--- config.mk ---
export PLATFORM = sky130hd
export DESIGN_NAME = filter_pair_scheduler
export DESIGN_NICKNAME = d
export VERILOG_FILES = /design/src/rtl/filter_pair_scheduler.sv
export SDC_FILE = /design/constraint.sdc
export NUM_CORES = 1
export LEC_CHECK = 0
export ABC_AREA = 0
export CAP_MARGIN = 20
export CORE_ASPECT_RATIO = 1.1
export CORE_MARGIN = 4
export CORE_UTILIZATION = 51
export CTS_BUF_LIST = sky130_fd_sc_hd__clkbuf_16
export CTS_CLUSTER_DIAMETER = 40
export DETAILED_ROUTE_END_ITERATION = 7
export GPL_TIMING_DRIVEN = 0
export PLACE_DENSITY = 0.81
export SETUP_SLACK_MARGIN = 0.4
export SYNTH_ARGS = -nofsm -noshare
export SYNTH_HDL_FRONTEND = slang
export SYNTH_SLANG_ARGS = --single-unit
--- constraint.sdc ---
create_clock -name fast_clk -period 37.3 [get_ports fast_clk]
set_clock_uncertainty 0.15 [all_clocks]
set_input_delay 7.46 -clock fast_clk [delete_from_list [all_inputs] [get_ports fast_clk]]
set_output_delay 7.46 -clock fast_clk [all_outputs]
set_load 0.01 [all_outputs]
--- src/rtl/filter_pair_scheduler.sv ---
// Walks every home-cell particle against every particle of the home and half-shell
// neighbor cells, issuing cell-memory reads with backpressure and tagging returned pairs.
module filter_pair_scheduler #(
    parameter int ADDR_W = 8,
    parameter int CELL_W = 8,
    parameter int N_NBR  = 14
) (
    input  logic                          fast_clk,
    input  logic                          reset,
    input  logic                          start,
    input  logic [CELL_W*N_NBR-1:0]       cell_ids,
    input  logic [(ADDR_W+1)*N_NBR-1:0]   cell_counts,
    input  logic                          stall,
    output logic                          rd_en,
    output logic [CELL_W-1:0]             rd_ref_cell,
    output logic [ADDR_W-1:0]             rd_ref_idx,
    output logic [CELL_W-1:0]             rd_nbr_cell,
    output logic [ADDR_W-1:0]             rd_nbr_idx,
    output logic                          pair_valid,
    output logic [CELL_W-1:0]             reference_cell,
    output logic [CELL_W-1:0]             neighbor_cell,
    output logic                          busy,
    output logic                          done
);

    localparam int KW = (N_NBR > 1) ? $clog2(N_NBR) : 1;
    localparam logic [ADDR_W:0] CNT_ONE = (ADDR_W+1)'(1);

    typedef enum logic [2:0] {IDLE, LOAD, ISSUE, DRAIN, DONE} state_t;

    state_t            state;
    logic [CELL_W-1:0] id_q  [N_NBR];
    logic [ADDR_W:0]   cnt_q [N_NBR];
    logic [KW-1:0]     slot_k;

    logic [KW-1:0]     next_k;
    logic              next_found;
    logic              j_last;
    logic              i_last;

    // Zero-cycle skip of empty slots: first nonzero slot strictly above the current one.
    always_comb begin
        next_k     = slot_k;
        next_found = 1'b0;
        for (int s = 0; s < N_NBR; s++) begin
            if (!next_found && (KW'(s) > slot_k) && (cnt_q[s] != '0)) begin
                next_found = 1'b1;
                next_k     = KW'(s);
            end
        end
    end

    assign j_last = ({1'b0, rd_nbr_idx} + CNT_ONE) >= cnt_q[slot_k];
    assign i_last = ({1'b0, rd_ref_idx} + CNT_ONE) >= cnt_q[0];

    always_ff @(posedge fast_clk) begin
        if (reset) begin
            state          <= IDLE;
            slot_k         <= '0;
            rd_en          <= 1'b0;
            rd_ref_cell    <= '0;
            rd_ref_idx     <= '0;
            rd_nbr_cell    <= '0;
            rd_nbr_idx     <= '0;
            pair_valid     <= 1'b0;
            reference_cell <= '0;
            neighbor_cell  <= '0;
            busy           <= 1'b0;
            done           <= 1'b0;
        end else begin
            // Read-return stage: memory data lands on the filter one edge after rd_en.
            pair_valid <= rd_en;
            if (rd_en) begin
                reference_cell <= rd_ref_cell;
                neighbor_cell  <= rd_nbr_cell;
            end

            case (state)
                IDLE: begin
                    if (start) begin
                        for (int s = 0; s < N_NBR; s++) begin
                            id_q[s]  <= cell_ids[s*CELL_W +: CELL_W];
                            cnt_q[s] <= cell_counts[s*(ADDR_W+1) +: (ADDR_W+1)];
                        end
                        busy  <= 1'b1;
                        state <= LOAD;
                    end
                end
                LOAD: begin
                    // Slot 0 is the first nonzero slot whenever the home cell is non-empty.
                    if (cnt_q[0] == '0) begin
                        busy  <= 1'b0;
                        done  <= 1'b1;
                        state <= DONE;
                    end else if (!stall) begin
                        slot_k      <= '0;
                        rd_en       <= 1'b1;
                        rd_ref_idx  <= '0;
                        rd_nbr_idx  <= '0;
                        rd_ref_cell <= id_q[0];
                        rd_nbr_cell <= id_q[0];
                        state       <= ISSUE;
                    end
                end
                ISSUE: begin
                    if (j_last && i_last && !next_found) begin
                        rd_en <= 1'b0;
                        state <= DRAIN;
                    end else if (stall) begin
                        rd_en <= 1'b0;
                    end else begin
                        rd_en <= 1'b1;
                        if (!j_last) begin
                            rd_nbr_idx <= rd_nbr_idx + ADDR_W'(1);
                        end else begin
                            rd_nbr_idx <= '0;
                            if (!i_last) begin
                                rd_ref_idx <= rd_ref_idx + ADDR_W'(1);
                            end else begin
                                rd_ref_idx  <= '0;
                                slot_k      <= next_k;
                                rd_nbr_cell <= id_q[next_k];
                            end
                        end
                    end
                end
                DRAIN: begin
                    busy  <= 1'b0;
                    done  <= 1'b1;
                    state <= DONE;
                end
                DONE: begin
                    done  <= 1'b0;
                    state <= IDLE;
                end
                default: state <= IDLE;
            endcase
        end
    end

endmodule

Figure 1. Cell placement (run 1).
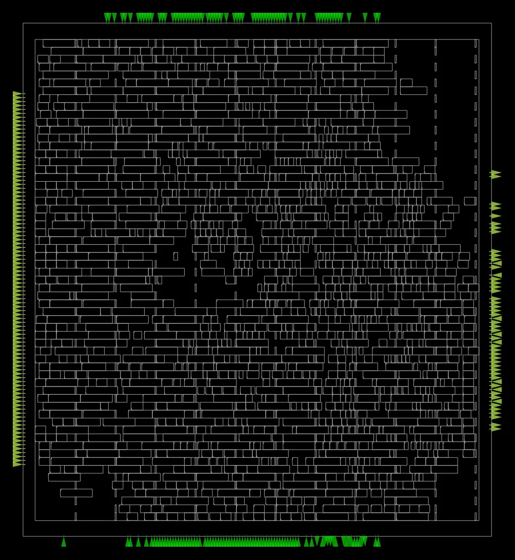
Final Util: 0.706
placeable core region: 25400 um2
post-route non-filler standard cell count: 1705

Figure 2. Routed metal, one colour a layer (run 1).
Scale: 3 px per um. Two of the layers only.
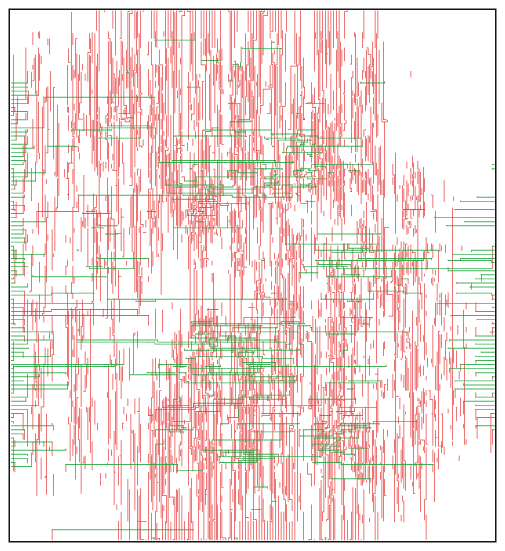
- M3: green (wire length 3870 um)
- M2: red (wire length 19200 um)

Figure 3. Ports around the boundary (run 1).
Scale: 3 px per um. Pins as bars across the die edge, other pins in grey.
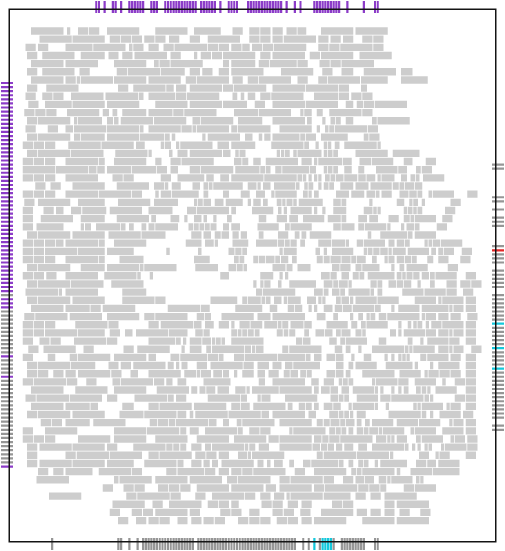
- cell_counts: purple (pins 126; direction input; edge 68 top, 58 left)
- rd_nbr_cell: cyan (pins 8; direction output; edge 5 bottom, 3 right)
- busy: red (pins 1; direction output; edge right)

==> deck_impl_summary.md, run 1 <==
Run Summary

Run status
  – Status: finished, final reports clean

Route
  – WL final: between 30000 and 40000 um
  – Vias per std cell: between 6 and 7
  – M1 WL: 14900 um
  – DR iter-0 viols: 970
  – DRC Markers: 0
  – TritonRoute pass-1 iters: 7
  – Routed WL per cell: between 20 and 25 um
  – Max layer used: met5
  – Routed wl met2: approximately 19000 um
  – Routed met3 length: about 3900 um
  – Final ANT Viol Nets: 0
  – DR vias: about 10000

Logic synthesis
  – Ys flop type: edfxtp_1
  – Flip-flops with a built-in enable: 238
  – Yosys Instances: between 900 and 1000
  – Syn Inst Count: around 1000
  – Synth flops: ~300
  – Mapped Area: 13200 um2
  – Synth Seq Share: 0.635
  – Top non-seq family: AND-OR/OR-AND gates
  – Area fraction in compound gates: 0.116
  – Synth top cells by count: 238 x edfxtp_1, 81 x nor2_1, 63 x dfxtp_1, 55 x a21oi_1, 40 x mux2i_1
  – Net Count, Synth: around 1200
  – Synth warn: 0
  – Netlist cell types: 69
  – FFs w/ async S/R, synth: 0
  – Cell with the most instances after synthesis: edfxtp_1
  – Simple-Gate Area Share: 0.105
  – Cell area leaders: edfxtp_1 54%, dfxtp_1 9.5%, mux4_2 5.6%, mux2i_1 3.0%, nor2_1 2.3%
  – Xor/xnor share: 0.0126
  – Yosys stat area: between 10000 and 15000 um2
  – Adder share: 0.0189
  – Top-area cell share: 0.540
  – MUX area fraction: 0.0872
  – Cell type with the largest total area: edfxtp_1
  – Synthesized area per cell: 13.6 um2

Power and ir drop
  – Switching share of power: 0.226
  – Internal Power: about 0.61 mW
  – Top power group: sequential cells
  – Clock Power Share: 0.415
  – Peak VDD IR: about 33 uV
  – Total power: roughly 0.8 mW
  – P_comb: 0.0698 mW
  – Clk. pwr: approximately 0.33 mW
  – Flop pwr share: 0.496
  – LEAKAGE: around 6.3 nW
  – Seq. pwr: slightly below 0.4 mW
  – Power Dens Cells: ~44 nW/um2
  – Combinational power share: 0.089
  – Switching pwr: between 0.15 and 0.2 mW

Placed design
  – Worst slack at placement: 26.69 ns
  – Placed cell count: roughly 1600
  – Final Wtd Congestion: 0.919
  – Final HPWL DP: 29700 um
  – Area after DPL: 16800 um2
  – PortBufs: around 290

Worst setup path
  – Delay-heaviest family, CP: buffers and inverters
  – Worst setup startpoint: reset
  – Crit path kind: primary input to register
  – CP Cell Sequence: clkdlybuf4s50_1 > clkbuf_1 > nor4_2 > buf_4 > buf_4 > buf_4 > buf_4 > buf_4 > buf_4 > buf_4
  – Setup crit end kind: register
  – WP buf/inv: 9
  – WP depth: 10
  – Arrival time at the worst endpoint: about 10 ns
  – Depth of the worst register-to-register path: 15
  – Reg2reg end: slot_k[2]
  – Crit path max-delay cell type: nor4_2
  – Critical Path RT: approximately 37 ns
  – Most common cell type on the critical path: buf_4
  – Flop-to-flop setup slack: 31.78 ns
  – CP startpoint kind: primary input
  – Max incr delay on CP: ~0.53 ns
  – Worst-path maximum fanout: 10

Clocking
  – Cts repair resizes: 0
  – CTS H-tree lvls: 2
  – CTS buffer count: 37
  – Setup Buffers After CTS: 0
  – CTS Sinks: approximately 300
  – Worst-path clk slew: 0.06 ns
  – Clock Root Buffer: clkbuf_16
  – CTS tree: done
  – Maximum buffer depth of the clock tree: 3
  – Cts hold-fix bufs: 0

Global route
  – Antenna violations before repair: 4
  – Met1 usage: 0.347
  – First-pass GRT wire length: a little under 60000 um
  – Pin count of the biggest net entering global routing: 14
  – Vias in the first global route: between 10000 and 15000
  – Most Crowded Layer GR: met2
  – Grt ovf: 0
  – M3 GR Usage: 0.0575
  – Met2 usage: 0.446
  – GRT Overall Usage: 0.265

Cells and area
  – Comb area: approximately 4500 um2
  – Nets@finish: 1596
  – Signal buffers share of area: 0.190
  – Clock network share of area: 0.0612
  – Fillers: approximately 1700
  – Largest registers: cnt_q x126, id_q x112
  – ANT cells: 3
  – Most instantiated logic cell after routing: clkdlybuf4s50_1
  – Biggest register: cnt_q
  – Inverters: 23
  – Largest register FFs: between 100 and 150
  – Top Layout Cells: 293 x clkdlybuf4s50_1, 238 x edfxtp_1, 81 x nor2_1, 63 x dfxtp_1, 55 x a21oi_1
  – Sequential share of cell area: 0.468
  – Final Cell Area: approximately 18000 um2
  – Area growth syn-to-layout: 35.6%
  – Combinational gates: ~590
  – Combinational fraction of the cell area: 0.251
  – Non-clk bufs: 380
  – Biggest Area Class: sequential cells
  – Share of layout cells above drive strength 1: 0.114
  – Reg area: 8410 um2
  – Clock buffers: 38

Floorplan
  – Tap cells: ~350
  – Die area: about 29000 um2
  – Row count: about 61
  – Chip height: 177 um
  – Top Ports: roughly 300
  – Fp util: 0.521
  – Die width: about 160 um

Min path
  – Hold depth: 2
  – Launch point of the worst hold path: rd_ref_cell[4]
  – Hold/Removal Path Class: register to register
  – WHS Endpoint: rd_ref_cell[4]

Timing
  – Period utilization: 0.272
  – Crit path time final: ~10 ns
  – Unrepaired setup endpoints after global routing: no
  – Fmax: roughly 98 MHz
  – Hold Slack: about 0.33 ns
  – Worst slew margin: 0.401
  – Setup ws final: about 27 ns
  – Final setup fails: 0
  – Final hold viol count: 0
  – Worst Tran Pin Value: between 0.8 and 0.9 ns

Run
  – Max_cap viols: 0
  – OpenROAD warnings: 26
==> inputs of run 2 (changes only) <==
--- a/config.mk
+++ b/config.mk
@@ -9,12 +9,12 @@
 export CAP_MARGIN = 20
 export CORE_ASPECT_RATIO = 1.1
 export CORE_MARGIN = 4
-export CORE_UTILIZATION = 51
+export CORE_UTILIZATION = 46
 export CTS_BUF_LIST = sky130_fd_sc_hd__clkbuf_16
 export CTS_CLUSTER_DIAMETER = 40
 export DETAILED_ROUTE_END_ITERATION = 7
 export GPL_TIMING_DRIVEN = 0
-export PLACE_DENSITY = 0.81
+export PLACE_DENSITY = 0.77
 export SETUP_SLACK_MARGIN = 0.4
 export SYNTH_ARGS = -nofsm -noshare
 export SYNTH_HDL_FRONTEND = slang
==> constraint.sdc (replaced) <==
create_clock -name fast_clk -period 8.4 [get_ports fast_clk]
set_clock_uncertainty 0.15 [all_clocks]
set_input_delay 1.68 -clock fast_clk [delete_from_list [all_inputs] [get_ports fast_clk]]
set_output_delay 1.68 -clock fast_clk [all_outputs]
set_load 0.01 [all_outputs]
==> deck_impl_summary.md, run 2 <==
Run Summary

Run status
  – Status: finished, final reports clean

Route
  – Max layer used: met5
  – M1 WL: ~15000 um
  – Vias per std cell: a little under 6
  – TritonRoute pass-1 iters: 5
  – WL final: 38600 um
  – Routed wl met2: 18700 um
  – DR vias: about 10000
  – DR iter-0 viols: 893

Logic synthesis
  – Mapped Area: about 13000 um2
  – Cell with the most instances after synthesis: edfxtp_1
  – Simple-Gate Area Share: 0.105
  – Top non-seq family: AND-OR/OR-AND gates
  – FFs w/ async S/R, synth: 0
  – Adder share: 0.0189
  – Syn Inst Count: around 970
  – Synth Seq Share: 0.635
  – Synth flops: about 300
  – Area fraction in compound gates: 0.116
  – Xor/xnor share: 0.0126
  – Netlist cell types: 69
  – Yosys stat area: about 13000 um2
  – Synth top cells by count: 238 x edfxtp_1, 81 x nor2_1, 63 x dfxtp_1, 55 x a21oi_1, 40 x mux2i_1
  – Synth warn: 0
  – Top-area cell share: 0.540
  – Synthesized area per cell: 13.6 um2
  – Yosys Instances: between 900 and 1000
  – Net Count, Synth: 1233
  – Ys flop type: edfxtp_1

Run
  – Max_cap viols: 0
  – OpenROAD warnings: 27

Cells and area
  – Nets@finish: 1585
  – Signal buffers share of area: 0.187
  – Share of layout cells above drive strength 1: 0.114
  – ANT cells: 1
  – Largest registers: cnt_q x126, id_q x112
  – Non-clk bufs: about 370
  – Final Util: 0.648
  – Biggest register: cnt_q
  – Most instantiated logic cell after routing: clkdlybuf4s50_1
  – Inverters: 23
  – Final Cell Area: 18200 um2
  – Biggest Area Class: sequential cells
  – Largest register FFs: 126
  – Combinational fraction of the cell area: 0.249
  – Reg area: roughly 8400 um2
  – Sequential share of cell area: 0.462

Floorplan
  – Die width: 170 um
  – Die area: approximately 32000 um2
  – Top Ports: about 300
  – Chip height: 186 um

Clocking
  – Maximum buffer depth of the clock tree: 3
  – Setup Buffers After CTS: 0
  – Clock Root Buffer: clkbuf_16
  – CTS tree: done
  – CTS buffer count: 38
  – Worst-path clk slew: 0.06 ns

Worst setup path
  – Reg2reg end: slot_k[0]
  – Most common cell type on the critical path: a21oi_1
  – CP Cell Sequence: clkbuf_1 > buf_1 > mux4_2 > mux2i_1 > nor2_1 > a21oi_1 > ha_1 > o2111ai_1 > o21ai_0 > a21oi_1 > or3_1 > a21oi_1 > clkbuf_1 > mux2i_1 > nor2_1
  – Worst-path maximum fanout: 10
  – Crit path max-delay cell type: buf_1
  – Delay-heaviest family, CP: buffers and inverters
  – WP buf/inv: 3
  – Setup crit end kind: register
  – Critical Path RT: around 8.6 ns
  – Crit path kind: register to register
  – CP startpoint kind: register
  – Flop-to-flop setup slack: slightly above 3 ns
  – WP depth: 15

Placed design
  – Placed cell count: ~1600
  – PortBufs: around 290
  – Final HPWL DP: between 20000 and 30000 um
  – Final Wtd Congestion: ~0.96
  – Worst slack at placement: 3.03 ns

Timing
  – Crit path time final: between 5 and 6 ns
  – Final setup fails: 0
  – Worst slew margin: 0.242
  – Period utilization: 0.639
  – Final hold viol count: 0
  – Unrepaired setup endpoints after global routing: no
  – Hold Slack: roughly 0.33 ns
  – Fmax: around 190 MHz
  – Worst Tran Pin Value: 1.13 ns

Global route
  – Antenna violations before repair: 2
  – Pin count of the biggest net entering global routing: 18
  – M3 GR Usage: 0.0421
  – Most Crowded Layer GR: met2
  – Vias in the first global route: about 10000
  – Grt ovf: 0
  – Met2 usage: 0.391
  – GRT Overall Usage: 0.237

Power and ir drop
  – Switching share of power: 0.219
  – Seq. pwr: 1.72 mW
  – Switching pwr: approximately 0.8 mW
  – Peak VDD IR: between 150 and 200 uV
  – Power Dens Cells: a little over 200 nW/um2
  – LEAKAGE: 6.38 nW
  – P_comb: about 0.31 mW
  – Top power group: sequential cells
  – Clk. pwr: approximately 1.7 mW
  – Flop pwr share: 0.462
  – Clock Power Share: 0.454

Min path
  – Hold depth: 2
  – WHS Endpoint: rd_ref_cell[5]
  – Launch point of the worst hold path: rd_ref_cell[5]
Figure 4. Cell placement (run 2).
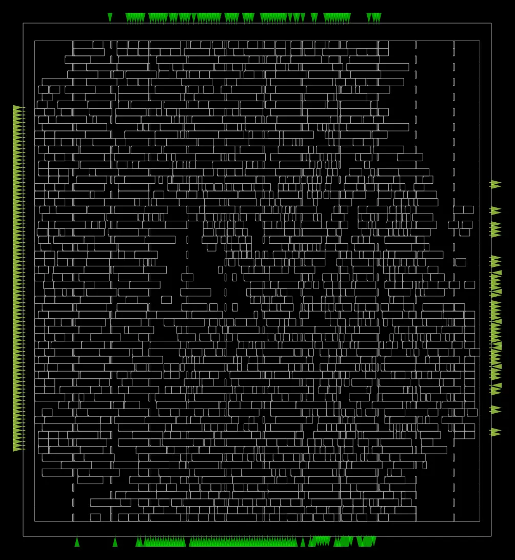
placeable core region: 28100 um2
row count: 64
tap cells: 363
fillers: 2032

Figure 5. Ports around the boundary (run 2).
Scale: 2 px per um. Pins as bars across the die edge, other pins in grey.
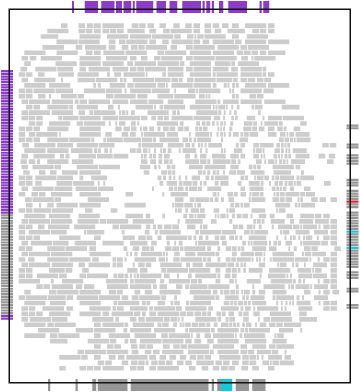
- cell_counts: purple (pins 126; direction input; edge 71 top, 55 left)
- busy: red (pins 1; direction output; edge right)
- rd_nbr_cell: cyan (pins 8; direction output; edge 6 bottom, 2 right)

Figure 6. Port wiring (run 2).
Scale: 1.5 px per um.
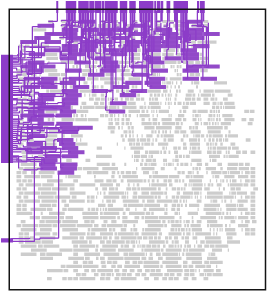
- cell_counts: purple (bits 126; direction input; edge 71 top, 55 left; end cells 126; buffers 126; wire 4420 um)

Power figures rest on the tool's default switching activity, not on a simulated workload.
